[config.mk]
export PLATFORM = sky130hd
export DESIGN_NAME = fact_arb
export DESIGN_NICKNAME = d
export VERILOG_FILES = /design/src/rtl/fact_arb.sv
export SDC_FILE = /design/constraint.sdc
export NUM_CORES = 1
export LEC_CHECK = 0
export CAP_MARGIN = 20
export CORE_ASPECT_RATIO = 1.25
export CORE_UTILIZATION = 43
export CTS_BUF_LIST = sky130_fd_sc_hd__clkbuf_8
export CTS_CLUSTER_SIZE = 28
export DETAILED_ROUTE_END_ITERATION = 8
export GPL_TIMING_DRIVEN = 0
export PLACE_DENSITY = 0.89
export SLEW_MARGIN = 20
export SYNTH_ARGS = -nofsm -noshare
export SYNTH_HDL_FRONTEND = slang
export SYNTH_SLANG_ARGS = --single-unit
[constraint.sdc]
create_clock -name clk -period 4.43 [get_ports clk]
set_input_delay 0.886 -clock clk [delete_from_list [all_inputs] [get_ports clk]]
set_output_delay 0.886 -clock clk [all_outputs]
set_load 0.005 [all_outputs]
[src/rtl/fact_arb.sv]
// Round-robin front end that time-shares a single fact core between NREQ requesters.
// One operation is in flight at a time: accept, issue go, wait for done/err, then respond.
module fact_arb #(
    parameter int WIDTH = 32,
    parameter int NREQ  = 2
) (
    input  logic                    clk,
    input  logic                    rst,
    input  logic [NREQ-1:0]         req_valid,
    input  logic [NREQ*WIDTH-1:0]   req_n,
    output logic [NREQ-1:0]         req_ready,
    output logic [NREQ-1:0]         rsp_valid,
    output logic [WIDTH-1:0]        rsp_nf,
    output logic                    rsp_err,
    output logic                    busy,
    output logic                    core_go,
    output logic [WIDTH-1:0]        core_n,
    input  logic                    core_done,
    input  logic                    core_err,
    input  logic [WIDTH-1:0]        core_nf
);

    localparam int IDXW = (NREQ > 1) ? $clog2(NREQ) : 1;
    localparam logic [IDXW:0] NREQ_EXT = (IDXW+1)'(NREQ);

    typedef enum logic [1:0] {
        IDLE  = 2'd0,
        ISSUE = 2'd1,
        WAIT  = 2'd2,
        RESP  = 2'd3
    } state_t;

    state_t            state_q, state_d;
    logic [IDXW-1:0]   ptr_q, ptr_d;
    logic [IDXW-1:0]   gnt_q, gnt_d;
    logic [WIDTH-1:0]  core_n_q, core_n_d;
    logic [WIDTH-1:0]  rsp_nf_q, rsp_nf_d;
    logic              rsp_err_q, rsp_err_d;

    logic [IDXW-1:0]   cand_idx [NREQ];
    logic              sel_found;
    logic [IDXW-1:0]   sel_idx;
    logic [WIDTH-1:0]  sel_n;
    logic [IDXW:0]     gnt_inc;
    logic [IDXW-1:0]   gnt_next;

    // cand_idx[k] is the requester k places after ptr, wrapped modulo NREQ.
    for (genvar gi = 0; gi < NREQ; gi++) begin : g_cand
        logic [IDXW:0] sum;
        assign sum          = {1'b0, ptr_q} + (IDXW+1)'(gi);
        assign cand_idx[gi] = (sum >= NREQ_EXT) ? IDXW'(sum - NREQ_EXT) : sum[IDXW-1:0];
    end

    // Scan from the farthest candidate down so the nearest valid one wins.
    always_comb begin
        sel_found = 1'b0;
        sel_idx   = '0;
        for (int k = NREQ - 1; k >= 0; k--) begin
            if (req_valid[cand_idx[k]]) begin
                sel_found = 1'b1;
                sel_idx   = cand_idx[k];
            end
        end
        sel_n = '0;
        for (int i = 0; i < NREQ; i++) begin
            if (sel_idx == IDXW'(i)) begin
                sel_n = req_n[i*WIDTH +: WIDTH];
            end
        end
    end

    assign gnt_inc  = {1'b0, gnt_q} + (IDXW+1)'(1);
    assign gnt_next = (gnt_inc >= NREQ_EXT) ? '0 : gnt_inc[IDXW-1:0];

    always_comb begin
        state_d   = state_q;
        ptr_d     = ptr_q;
        gnt_d     = gnt_q;
        core_n_d  = core_n_q;
        rsp_nf_d  = rsp_nf_q;
        rsp_err_d = rsp_err_q;
        case (state_q)
            IDLE: begin
                if (sel_found) begin
                    core_n_d = sel_n;
                    gnt_d    = sel_idx;
                    state_d  = ISSUE;
                end
            end
            ISSUE: begin
                state_d = WAIT;
            end
            WAIT: begin
                // An error flag overrides a simultaneous done and forces a zero result.
                if (core_done || core_err) begin
                    rsp_err_d = core_err;
                    rsp_nf_d  = core_err ? '0 : core_nf;
                    state_d   = RESP;
                end
            end
            RESP: begin
                ptr_d   = gnt_next;
                state_d = IDLE;
            end
            default: begin
                state_d = IDLE;
            end
        endcase
    end

    always_ff @(posedge clk) begin
        if (rst) begin
            state_q   <= IDLE;
            ptr_q     <= '0;
            gnt_q     <= '0;
            core_n_q  <= '0;
            rsp_nf_q  <= '0;
            rsp_err_q <= 1'b0;
        end else begin
            state_q   <= state_d;
            ptr_q     <= ptr_d;
            gnt_q     <= gnt_d;
            core_n_q  <= core_n_d;
            rsp_nf_q  <= rsp_nf_d;
            rsp_err_q <= rsp_err_d;
        end
    end

    for (genvar gi = 0; gi < NREQ; gi++) begin : g_strobe
        assign req_ready[gi] = (state_q == IDLE) && sel_found && (sel_idx == IDXW'(gi));
        assign rsp_valid[gi] = (state_q == RESP) && (gnt_q == IDXW'(gi));
    end

    // Result outputs are held at zero outside RESP so idle bus reads are clean.
    assign rsp_nf  = (state_q == RESP) ? rsp_nf_q : '0;
    assign rsp_err = (state_q == RESP) ? rsp_err_q : 1'b0;
    assign busy    = (state_q != IDLE);
    assign core_go = (state_q == ISSUE);
    assign core_n  = core_n_q;

endmodule

**Run 1: cell outlines without signal wires**

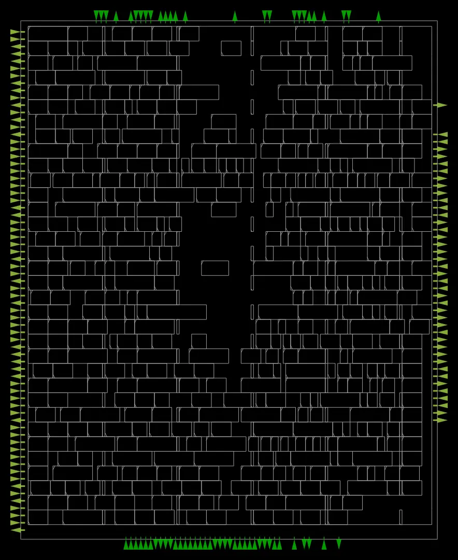
sequential share of cell area: 27.1%
site row count: 34
final non-filler cell total: 604

**Run 1: wiring heat map**

15 x 19 tiles, from black (low) to pale yellow (high), scaled to the fullest tile. Values are wire area over tile area, all layers added.
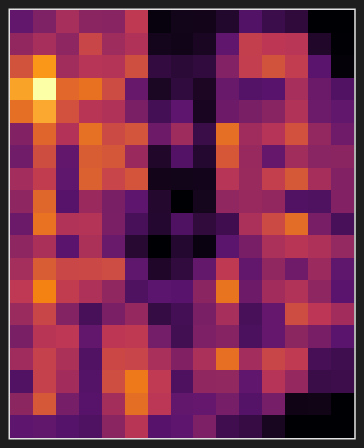
tiles over half the peak = 22%
nearly empty tiles = 3.5%
fullest tile = 0.57
mean over tiles = 0.20

==> notes.md, run 1 <==
Implementation summary

The path class of the lowest-slack min-delay path is flip-flop to flip-flop. Setup repair after global routing left no endpoint under its margin. Entering global routing, the biggest net connects 13 pins. In the routed layout, each cell is associated on average with a via count of 5.24. The final setup skew is 0.0118 ns. In the power breakdown, the internal column shows 0.00143 W. Summed over all failing endpoints, the final setup total negative slack is 0 ns.

The number of failing hold endpoints at the final stage is 0. The final routed DRC violation total is 0. The script computed the net switching share of total power as 30.2%. The number of cells reported by Yosys stat comes to 327. The sequential share of power is 38.6%. The Yosys step of the flow raised 0 warnings.

The count of flip-flops with a built-in enable after synthesis is 0. The TritonCTS clock tree is done. The most area-hungry cell type in the Yosys netlist is sky130_fd_sc_hd__dfxtp_1. The critical path's largest stage delay is 0.59 ns. The area growth from synthesis to layout is 66.6%.

The max-slew violation count is 0. The placeable core region is 0.00693 mm2. The cell count after placement is 588.

The worst-margin pin slew is 0.470 ns. Counting stages on the worst path, the most repeated cell is sky130_fd_sc_hd__clkdlybuf4s50_1. TritonRoute output was used to compute an average wire per cell of 15.0 um. The synthesized netlist devotes 0% of its cell area to XOR and XNOR gates. The cell with the largest stage delay on the worst path is sky130_fd_sc_hd__clkdlybuf4s50_1. The total inserted antenna cells is 0.

On the critical path the data arrives at 2.39 ns. The number of levels the H-tree was split into is 3. The number of nets in the synthesized netlist is 434.

The first-pass GRT wire length is 14,300 um. The category of the worst setup path capture point is a primary output. The maximum vdd drop is 0.303 mV. The worst slack after detailed placement is 1.18 ns. The power consumption is 0.00204 W. The flow ran to the end, and the final reports show no timing, DRC or antenna violations.

After Yosys synthesis, full adders, half adders and majority gates account for 2.05% of the synthesized area. The number of synthesized register bits is 69. Summed over all layers, the global routing overflow is 0. The logs give a warning total of 30.

The detail route stage leaves a number of antenna-violating nets equal to 0. The share of total power dissipated in combinational logic is 35.4%. The final layout contains 616 nets. By instance count after routing, the leading logic cell types are sky130_fd_sc_hd__clkdlybuf4s50_1 (171), sky130_fd_sc_hd__dfxtp_1 (69), sky130_fd_sc_hd__and2_1 (35), sky130_fd_sc_hd__nand2_1 (35), sky130_fd_sc_hd__a21oi_1 (35).

In the synthesized netlist, the number of instances is 327. The starting density of the core is 44.1%. The worst setup path is launched from an input port. The hold buffer count at CTS is 0. The count of routing violations after the opening detailed-route iteration is 107. The cell area power density is 401 mW/mm2. The setup violation total in the final timing report is 0. The final period utilization is 73.9%. The proportion of netlist area held by the largest area contributor is 45.2%. The first-pass detailed-route iteration total is 6.

Setup slack on the worst reg-to-reg path comes out at 2.76 ns. The clock edge transition at the registers on the reported setup and hold paths is 0.07 ns. The required time reported for the critical path endpoint is 3.54 ns. The wire length recorded after detailed routing is 9040 um. After floorplanning, the die was sized to cover 0.00745 mm2. The tightest slew margin relative to the limit is 68.7%. The number of instances resized during post-cts repair is 0. The count of distinct cell types in the synthesized netlist is 23. Counting every sink on the clock net gives 69. Max-cap violations in this run came to 0. The category of the critical setup timing path is input port to primary output.

173 I/O pins were placed. The mean cell area of the mapped netlist is 9.34 um2.
**Run 1: placed cells, one color a class**

Scale bar: 20 um. Fill, decap, tap and diode cells in gray.
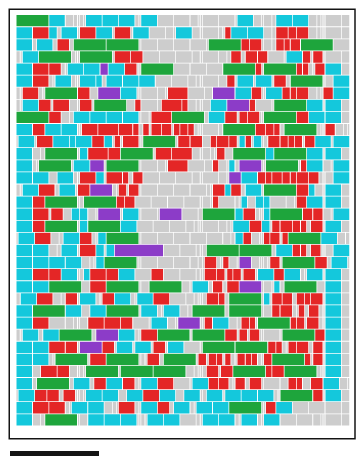
combinational and other logic -> red  # cells 229
flops -> green  # cells 69
clock drivers and dummy loads -> purple  # cells 16
other buffers and delay cells -> cyan  # cells 200

**Run 1: routed metal, one color a layer**

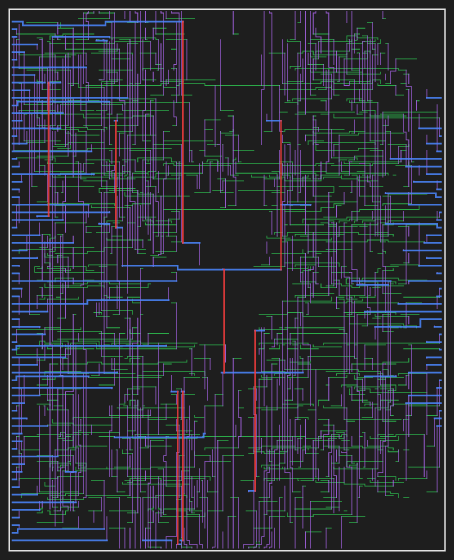
metal 4 -> red  # wire length 209 um
metal 3 -> blue  # wire length 759 um
metal 2 -> purple  # wire length 4,690 um
metal 1 -> green  # wire length 3,380 um
total global routing track utilization: 24.5%
total via count in the routed design: 3,167

## run 1: sequential cells by signal, indices dropped and copies added (netlist names)
signal and count:
rsp_err_q 1, ptr_q 1, core_n 32, state_q 2
rsp_nf_q 32, gnt_q 1
## run 1: cells by family (layout without fill, tap and decap cells)
logic type	after synthesis	count (layout)
simple gates	142	142
compound gates	77	77
flops	69	69
buf+inv	33	220
fa+ha+maj	5	5
mux	1	1
## run 1: tightest hold or removal path: stages, from the launching register on
cell	delay, ns
sky130_fd_sc_hd__dfxtp_1	0.31
sky130_fd_sc_hd__nand2_1	0.05
sky130_fd_sc_hd__a21oi_1	0.05
## run 1: cells in the mapped netlist, types with 2 or more instances
library cell               instances
sky130_fd_sc_hd__a211oi_2          2
sky130_fd_sc_hd__a21oi_1          35
sky130_fd_sc_hd__a221o_1          32
sky130_fd_sc_hd__and2_1           35
sky130_fd_sc_hd__buf_2            17
sky130_fd_sc_hd__clkbuf_1         11
sky130_fd_sc_hd__dfxtp_1          69
sky130_fd_sc_hd__ha_1              5
sky130_fd_sc_hd__inv_1             4
sky130_fd_sc_hd__nand2_1          35
sky130_fd_sc_hd__nand2b_1          2
sky130_fd_sc_hd__nand3b_1         32
sky130_fd_sc_hd__nor2_1            4
sky130_fd_sc_hd__nor3b_1          32
sky130_fd_sc_hd__o21a_1            3
sky130_fd_sc_hd__o21ba_2           2
## run 1: layout make-up
class | instances | area (um2) | share of cell area [%]
multi-input combinational | 225 | 1530 | 30.0
sequential | 69 | 1380 | 27.1
timing repair buffer | 171 | 1710 | 33.6
clock buffer | 11 | 151 | 2.97
inverter | 4 | 15.0 | 0.295
tap | 90 | 113 | 2.21
buffer | 29 | 130 | 2.56
clock inverter | 5 | 58.8 | 1.16
## run 1: path summary, 6_finish.rpt
kind	start	endpoint	depth (start not counted)
max	req_valid[1]	req_ready[1]	4
max reg2reg	state_q[0]	core_n[13]	6
min reg2reg	rsp_nf_q[24]	rsp_nf_q[24]	2
min	rsp_nf_q[24]	rsp_nf_q[24]	2
## run 1: power by group through the flow
stage	Combinational [W]	Sequential, W	Clock, W
CTS	0.000728	0.000787	0.000539
finish	0.000722	0.000788	0.000532
global placement	0.000707	0.000795	0
floorplan	0.000344	0.000796	0
detailed placement	0.000723	0.000800	0
global route	0.000786	0.000802	0.000570
## run 1: layer usage
| metal | global-route usage, % | vias to the layer above | share of wire, % |
|---|---|---|---|
| met5 | 0 | - | 0 |
| met4 | 11.0 | 0 | 2.3 |
| met3 | 8.82 | 17 | 8.4 |
| met2 | 45.6 | 145 | 52 |
| met1 | 24.5 | 1471 | 37 |
| li1 | - | 1534 | - |
## run 1: metrics by stage
| step | hold WS, ns | area [um2] |
|---|---|---|
| finish | 0.449 | 5090 |
| global route | 0.464 | 5090 |
| CTS | 0.448 | 5090 |
| detailed placement | 0.439 | 4880 |
| global placement | 0.433 | 4880 |
| floorplan | 0.427 | 3060 |
--- run 2 (diff from run 1) ---
CORE_UTILIZATION = 36   (was 43)
PLACE_DENSITY = 0.79   (was 0.89)
clock period = 2.75 ns   (was 4.43 ns; I/O delays follow)
==> notes.md, run 2 <==
Implementation summary

The setup violation total in the final timing report is 0 (unchanged). The net count after synthesis is 434 (unchanged). The hold buffer count at CTS is 0 (unchanged).

The number of synthesized register bits is 69 (unchanged). The launching element type of the critical path is a flip-flop (was input port). The count of routing violations after the opening detailed-route iteration is 104 (was 107).

The starting density of the core is 37.1% (was 44.1%). The leakage dissipation came to 1.83 nW (about the same). The most area-hungry cell type in the Yosys netlist was sky130_fd_sc_hd__dfxtp_1 (unchanged). The cell with the largest stage delay on the worst path is sky130_fd_sc_hd__clkdlybuf4s50_1 (unchanged). The highest clock rate this design can be run at is 0.382 GHz. The worst-margin pin slew came to 0.484 ns (was 0.470 ns).

The number of clock sinks is 69 (unchanged). The first-pass detailed-route iteration total is 7 (was 6). The worst slack after detailed placement is 0.184 ns (was 1.18 ns). The number of cells in Yosys stat came to 327 (unchanged). The library cell used as clock root buffer is sky130_fd_sc_hd__clkbuf_8 (unchanged). The largest net degree at the start of global routing is 11 (was 13). The tightest slew margin relative to the limit is 67.8% (was 68.7%). The final total negative setup slack is 0 ns (unchanged). The first-pass GRT wire length is 15,100 um (was 14,300 um). The wire length on met3 was 908 um (was 758 um). The initial antenna violation count is 0 (unchanged).

Result of the run: finished, violations left (was finished, final reports clean). The maximum fanout along the worst path was 10 (was 5). The final setup skew is 0.00755 ns (was 0.0118 ns). The final routed DRC violation total is 10 (was 0).

The count of flip-flops with a built-in enable after synthesis was 0 (unchanged). The number of ports placed on the die boundary is 173 (unchanged). The category of the worst setup path capture point was a primary output (unchanged). The number of clock buffers inserted by TritonCTS is 9 (unchanged).

Counting I/O delays and the setup requirement, the final critical path takes 2.62 ns. The total number of warnings across the stage logs is 30 (unchanged). The wire length on met1 is 3470 um (was 3380 um). The total overflow reported by the global router is 0 (unchanged). The max-slew violation count came to 0 (unchanged). The TritonCTS clock tree is done (unchanged).

The number of global-route vias before repair is 3,220 (was 3,143). The proportion of netlist area held by the largest area contributor was 45.2% (unchanged). The category of the critical setup timing path is flip-flop to primary output (was input port to primary output).

The gate count after technology mapping is 327 (unchanged). The floorplan die area is 0.00886 mm2 (was 0.00745 mm2). The yosys stat chip area came to 0.00306 mm2 (unchanged). The count of distinct cell types in the synthesized netlist is 23 (unchanged). The portion of the post-synthesis area used by sequential elements is 45.2% (unchanged). The vertical die size was 105 um (was 96.2 um). The clock edge transition at the registers on the reported setup and hold paths came to 0.07 ns (about the same). The mean cell area of the mapped netlist came to 9.34 um2 (unchanged).

The maximum vdd drop is 0.375 mV (was 0.303 mV). The number of nets in the layout is 616 (unchanged). The path class of the lowest-slack min-delay path is flip-flop to flip-flop (unchanged). The share of synthesized registers carrying an async set or reset came to 0% (unchanged). The number of levels the H-tree was split into is 3 (unchanged).

The required time reported for the critical path endpoint came to 2.20 ns (was 3.54 ns). The cell area power density is 621 mW/mm2 (was 401 mW/mm2). The number of warnings issued by yosys is 0 (unchanged). The floorplan row count is 37 (was 34).

The per-cell via count in the routed design is 5.16 (was 5.24). The final period utilization is 95.2%. The post-route antenna net violation count is 0 (unchanged). The max capacitance violation total came to 0 (unchanged).

RSZ-0062 raised after global routing: false (unchanged). The met2 wire length is 4770 um (was 4690 um). The weighted congestion at the end of routability-driven global placement is 0.755 (was 0.740).

The width of the die came to 84.4 um (was 77.4 um). The top routing layer in use is met4 (unchanged). The family of cells with the greatest summed delay on the critical path is buffers and inverters (unchanged). The most used standard cell by instance count after synthesis is sky130_fd_sc_hd__dfxtp_1 (unchanged). The area growth from synthesis to layout came to 65.4% (was 66.6%).

The arrival time reported for the critical path endpoint is 2.07 ns (was 2.39 ns). The final reports fail on design-rule violations. The most frequent standard cell in the layout excluding fill and tap cells is sky130_fd_sc_hd__clkdlybuf4s50_1 (unchanged). The port buffer count is 171 (unchanged).

The total inserted antenna cells was 0 (unchanged). The total routing resource utilization after global routing came to 21.4% (was 24.5%). The total wirelength of the detailed-routed design came to 9310 um (was 9040 um). The number of failing hold endpoints at the final stage was 0 (unchanged). Most common library cells after synthesis: sky130_fd_sc_hd__dfxtp_1 (69), sky130_fd_sc_hd__a21oi_1 (35), sky130_fd_sc_hd__and2_1 (35), sky130_fd_sc_hd__nand2_1 (35) (unchanged). The overall via count from detail_route is 3,150 (was 3,167). The critical path's largest stage delay is 0.50 ns (was 0.59 ns). Commonest cells after routing, fill and taps aside: sky130_fd_sc_hd__clkdlybuf4s50_1 (171), sky130_fd_sc_hd__dfxtp_1 (69), sky130_fd_sc_hd__and2_1 (35), sky130_fd_sc_hd__nand2_1 (35), sky130_fd_sc_hd__a21oi_1 (35) (unchanged). The final routed wire length divided by cell count was 15.3 um (was 15.0 um). The share of layout cells above drive strength 1 is 7.02% (was 7.20%).
[run 2: cell counts after synthesis]
No cell type changed its count.
[run 2: per-layer routing]
metal / vias to the layer above / track usage [%]
met1: 1466 / 21.7
li1: 1533 / -
met5: - / 0
met4: 0 / 8.35
met2: 135 / 39.0
met3: 16 / 8.69
[run 2: cells by family after synthesis]
| family | count (synthesis) | synth area share (%) |
|---|---|---|
| AND/OR/NAND/NOR | 142 | 28.6 |
| AND-OR/OR-AND | 77 | 19.1 |
| flip-flops | 69 | 45.2 |
| buffers and inverters | 33 | 4.75 |
| adder cells (fa/ha/maj) | 5 | 2.05 |
| multiplexers | 1 | 0.328 |
[run 2: path summary, 6_finish.rpt]
check / startpoint / endpoint / slack, ns / depth (start not counted)
worst max-delay path: state_q[1] / rsp_nf[29] / 0.13 / 4
worst min-delay path: rsp_nf_q[25] / rsp_nf_q[25] / 0.44 / 2
worst max register to register: state_q[1] / core_n[8] / 1.03 / 6
worst min register to register: rsp_nf_q[25] / rsp_nf_q[25] / 0.44 / 2
[run 2: report_power, final]
part,leakage (nW),internal (W),switching (W)
Clock,0.0957,0.000334,0.000366
Sequential,0.563,0.00118,0.0000892
Combinational,1.17,0.000655,0.000516
[run 2: area by class of cell]
cell class	instances	area, um2
Fill cell	747	3190
Clock inverter	5	21.3
Tap cell	97	121
Timing Repair Buffer	171	1710
Sequential cell	69	1380
Buffer	29	133
Clock buffer	10	138
Inverter	4	15.0
Multi-Input combinational cell	225	1530
[run 2: what timing repair did]
item / 4_1_cts / 5_1_grt
gates cloned: 0 / 0
endpoints found under the setup margin: 4 / 15
resized: 1 / 5
[run 2: stage by stage]
step	utilization (%)	instances	instance area [um2]	power (W)	hold slack [ns]
after floorplan	-	327	3060	0.00184	0.427
after global placement	59.3	595	4890	0.00243	0.433
after detailed placement	59.3	595	4890	0.00246	0.439
after CTS	61.3	610	5050	0.00317	0.449
after global routing	61.3	610	5050	0.00333	0.464
final	61.3	610	5050	0.00314	0.445
[run 2: worst min-delay path: cells and delay by family (launching register included)]
family           cells  cell delay, ns
AND/OR/NAND/NOR      1            0.05
flip-flops           1            0.31
AND-OR/OR-AND        1            0.05
**Run 2: cell outlines without signal wires**

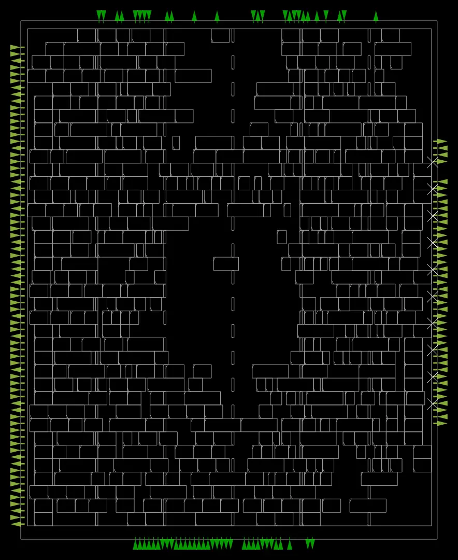
final non-filler cell total: 610
flip-flop and latch count: 69
number of well-tap cells placed: 97
post-layout util: 61.3%
Core Box Area: 0.00824 mm2

--- run 3 (diff from run 2) ---
CAP_MARGIN = 10   (was 20)
==> notes.md, run 3 <==
Implementation summary

Result of the run: finished, violations left (unchanged). Failing checks: design-rule violations (unchanged). The total overflow reported by the global router is 0 (unchanged). The initial antenna violation count is 0 (unchanged).

The cell area power density is 621 mW/mm2 (unchanged). Most common library cells after synthesis: sky130_fd_sc_hd__dfxtp_1 (69), sky130_fd_sc_hd__a21oi_1 (35), sky130_fd_sc_hd__and2_1 (35), sky130_fd_sc_hd__nand2_1 (35) (unchanged). The post-route antenna net violation count is 0 (unchanged).

The first-pass detailed-route iteration total is 7 (unchanged). The number of nets in the layout came to 616 (unchanged). The TritonCTS clock tree was done (unchanged).

The cell with the largest stage delay on the worst path was sky130_fd_sc_hd__clkdlybuf4s50_1 (unchanged). The fraction of the mapped netlist area in adder cells was 2.05% (unchanged). The first-pass GRT wire length came to 15,100 um (unchanged).

The tightest slew margin relative to the limit is 67.8% (unchanged). The required time reported for the critical path endpoint is 2.20 ns (about the same). The mean cell area of the mapped netlist is 9.34 um2 (unchanged). The setup violation total in the final timing report came to 0 (unchanged). The final period utilization was 95.2% (unchanged). The largest net degree at the start of global routing is 11 (unchanged). The overall via count from detail_route is 3,150 (unchanged). Commonest cells after routing, fill and taps aside: sky130_fd_sc_hd__clkdlybuf4s50_1 (171), sky130_fd_sc_hd__dfxtp_1 (69), sky130_fd_sc_hd__and2_1 (35), sky130_fd_sc_hd__nand2_1 (35), sky130_fd_sc_hd__a21oi_1 (35) (unchanged). The category of the worst setup path capture point is a primary output (unchanged).

The count of routing violations after the opening detailed-route iteration is 104 (unchanged). RSZ-0062 raised after global routing: false (unchanged). The total wirelength of the detailed-routed design is 9310 um (unchanged).

The final routed DRC violation total is 10 (unchanged). The final total negative setup slack was 0 ns (unchanged). The number of synthesized register bits is 69 (unchanged). The total number of warnings across the stage logs is 30 (unchanged). The number of failing hold endpoints at the final stage is 0 (unchanged). The most used standard cell by instance count after synthesis was sky130_fd_sc_hd__dfxtp_1 (unchanged). The power consumption came to 0.00314 W (unchanged). The category of the critical setup timing path is flip-flop to primary output (unchanged). The area fraction in and, or, nand and nor cells came to 28.6% (unchanged). The maximum vdd drop is 0.375 mV (unchanged).

The width of the die is 84.4 um (unchanged). The time the final worst path needs with I/O delays and setup was 2.62 ns (unchanged). The largest family of logic cells by area was simple AND/OR/NAND/NOR gates (unchanged).

The number of ports placed on the die boundary is 173 (unchanged). The portion of netlist area occupied by mux cells is 0.328% (unchanged). The final setup skew is 0.00755 ns (unchanged). The portion of the post-synthesis area used by sequential elements was 45.2% (unchanged). The met2 wire length is 4770 um (unchanged). The number of warnings issued by yosys is 0 (unchanged). The count of distinct cell types in the synthesized netlist is 23 (unchanged).

The yosys stat chip area is 0.00306 mm2 (unchanged). The share of layout cells above drive strength 1 came to 7.02% (unchanged). The launching element type of the critical path is a flip-flop (unchanged). The number of levels the H-tree was split into is 3 (unchanged). The weighted congestion at the end of routability-driven global placement is 0.755 (unchanged). The leakage dissipation is 1.83 nW (unchanged).
[run 3: cell counts after synthesis]
No cell type changed its count.
[run 3: per-stage QoR]
stage / cell area (um2) / worst slack, ns / hold WS (ns) / utilization, % / cells
3_3_place_gp: 4890 / 0.205 / 0.433 / 59.3 / 595
3_5_place_dp: 4890 / 0.184 / 0.439 / 59.3 / 595
6_report: 5050 / 0.131 / 0.445 / 61.3 / 610
5_1_grt: 5050 / 0.000931 / 0.464 / 61.3 / 610
2_1_floorplan: 3060 / 1.23 / 0.427 / - / 327
4_1_cts: 5050 / 0.0633 / 0.449 / 61.3 / 610
[run 3: layout make-up]
| cell class | instances | area [um2] |
|---|---|---|
| Fill cell | 747 | 3190 |
| Timing Repair Buffer | 171 | 1710 |
| Multi-Input combinational cell | 225 | 1530 |
| Sequential cell | 69 | 1380 |
| Clock buffer | 10 | 138 |
| Buffer | 29 | 133 |
| Tap cell | 97 | 121 |
| Clock inverter | 5 | 21.3 |
| Inverter | 4 | 15.0 |
[run 3: logic make-up (layout without fill, tap and decap cells)]
kind of cell,after synthesis,in the layout
AND/OR/NAND/NOR,142,142
AND-OR/OR-AND,77,77
flip-flops,69,69
buffers and inverters,33,219
adder cells (fa/ha/maj),5,5
multiplexers,1,1
[run 3: where the power goes]
group / internal (W) / switching, W
combinational: 0.000655 / 0.000516
clock: 0.000334 / 0.000366
sequential: 0.00118 / 0.0000892
[run 3: worst reg2reg max path: cells and delay by family, from the launching register on]
family | cells | cell delay (ns)
AND-OR/OR-AND | 2 | 0.53
buffers and inverters | 2 | 0.42
flip-flops | 1 | 0.35
adder cells (fa/ha/maj) | 1 | 0.25
AND/OR/NAND/NOR | 1 | 0.10
[run 3: path summary, 6_finish.rpt]
path | startpoint | slack (ns) | cells past startpoint | to
worst max register to register | state_q[1] | 1.03 | 6 | core_n[8]
worst max-delay path | state_q[1] | 0.13 | 4 | rsp_nf[29]
worst min register to register | rsp_nf_q[25] | 0.44 | 2 | rsp_nf_q[25]
worst min-delay path | rsp_nf_q[25] | 0.44 | 2 | rsp_nf_q[25]
[run 3: repair_timing]
item                                   CTS  global route
resized                                  1             5
setup endpoints to repair                4            15
setup buffers                            0             0
endpoints found under the hold margin    0             0
hold buffers                             0             0
[run 3: layer usage]
metal	GRT usage, %	vias up
met2	39.0	135
met4	8.35	0
li1	-	1533
met1	21.7	1466
met5	0	-
met3	8.69	16
**Run 3: routed metal, one color a layer**

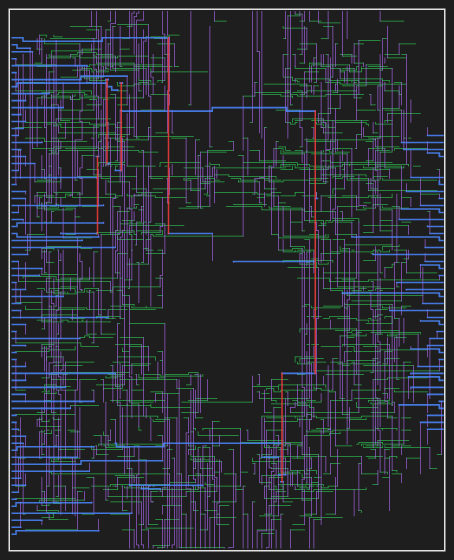
metal 4 -> red  # wire length 158 um
metal 3 -> blue  # wire length 909 um
metal 1 -> green  # wire length 3,470 um
metal 2 -> purple  # wire length 4,770 um

No activity file was given, so power comes from the tool's default toggle rates.
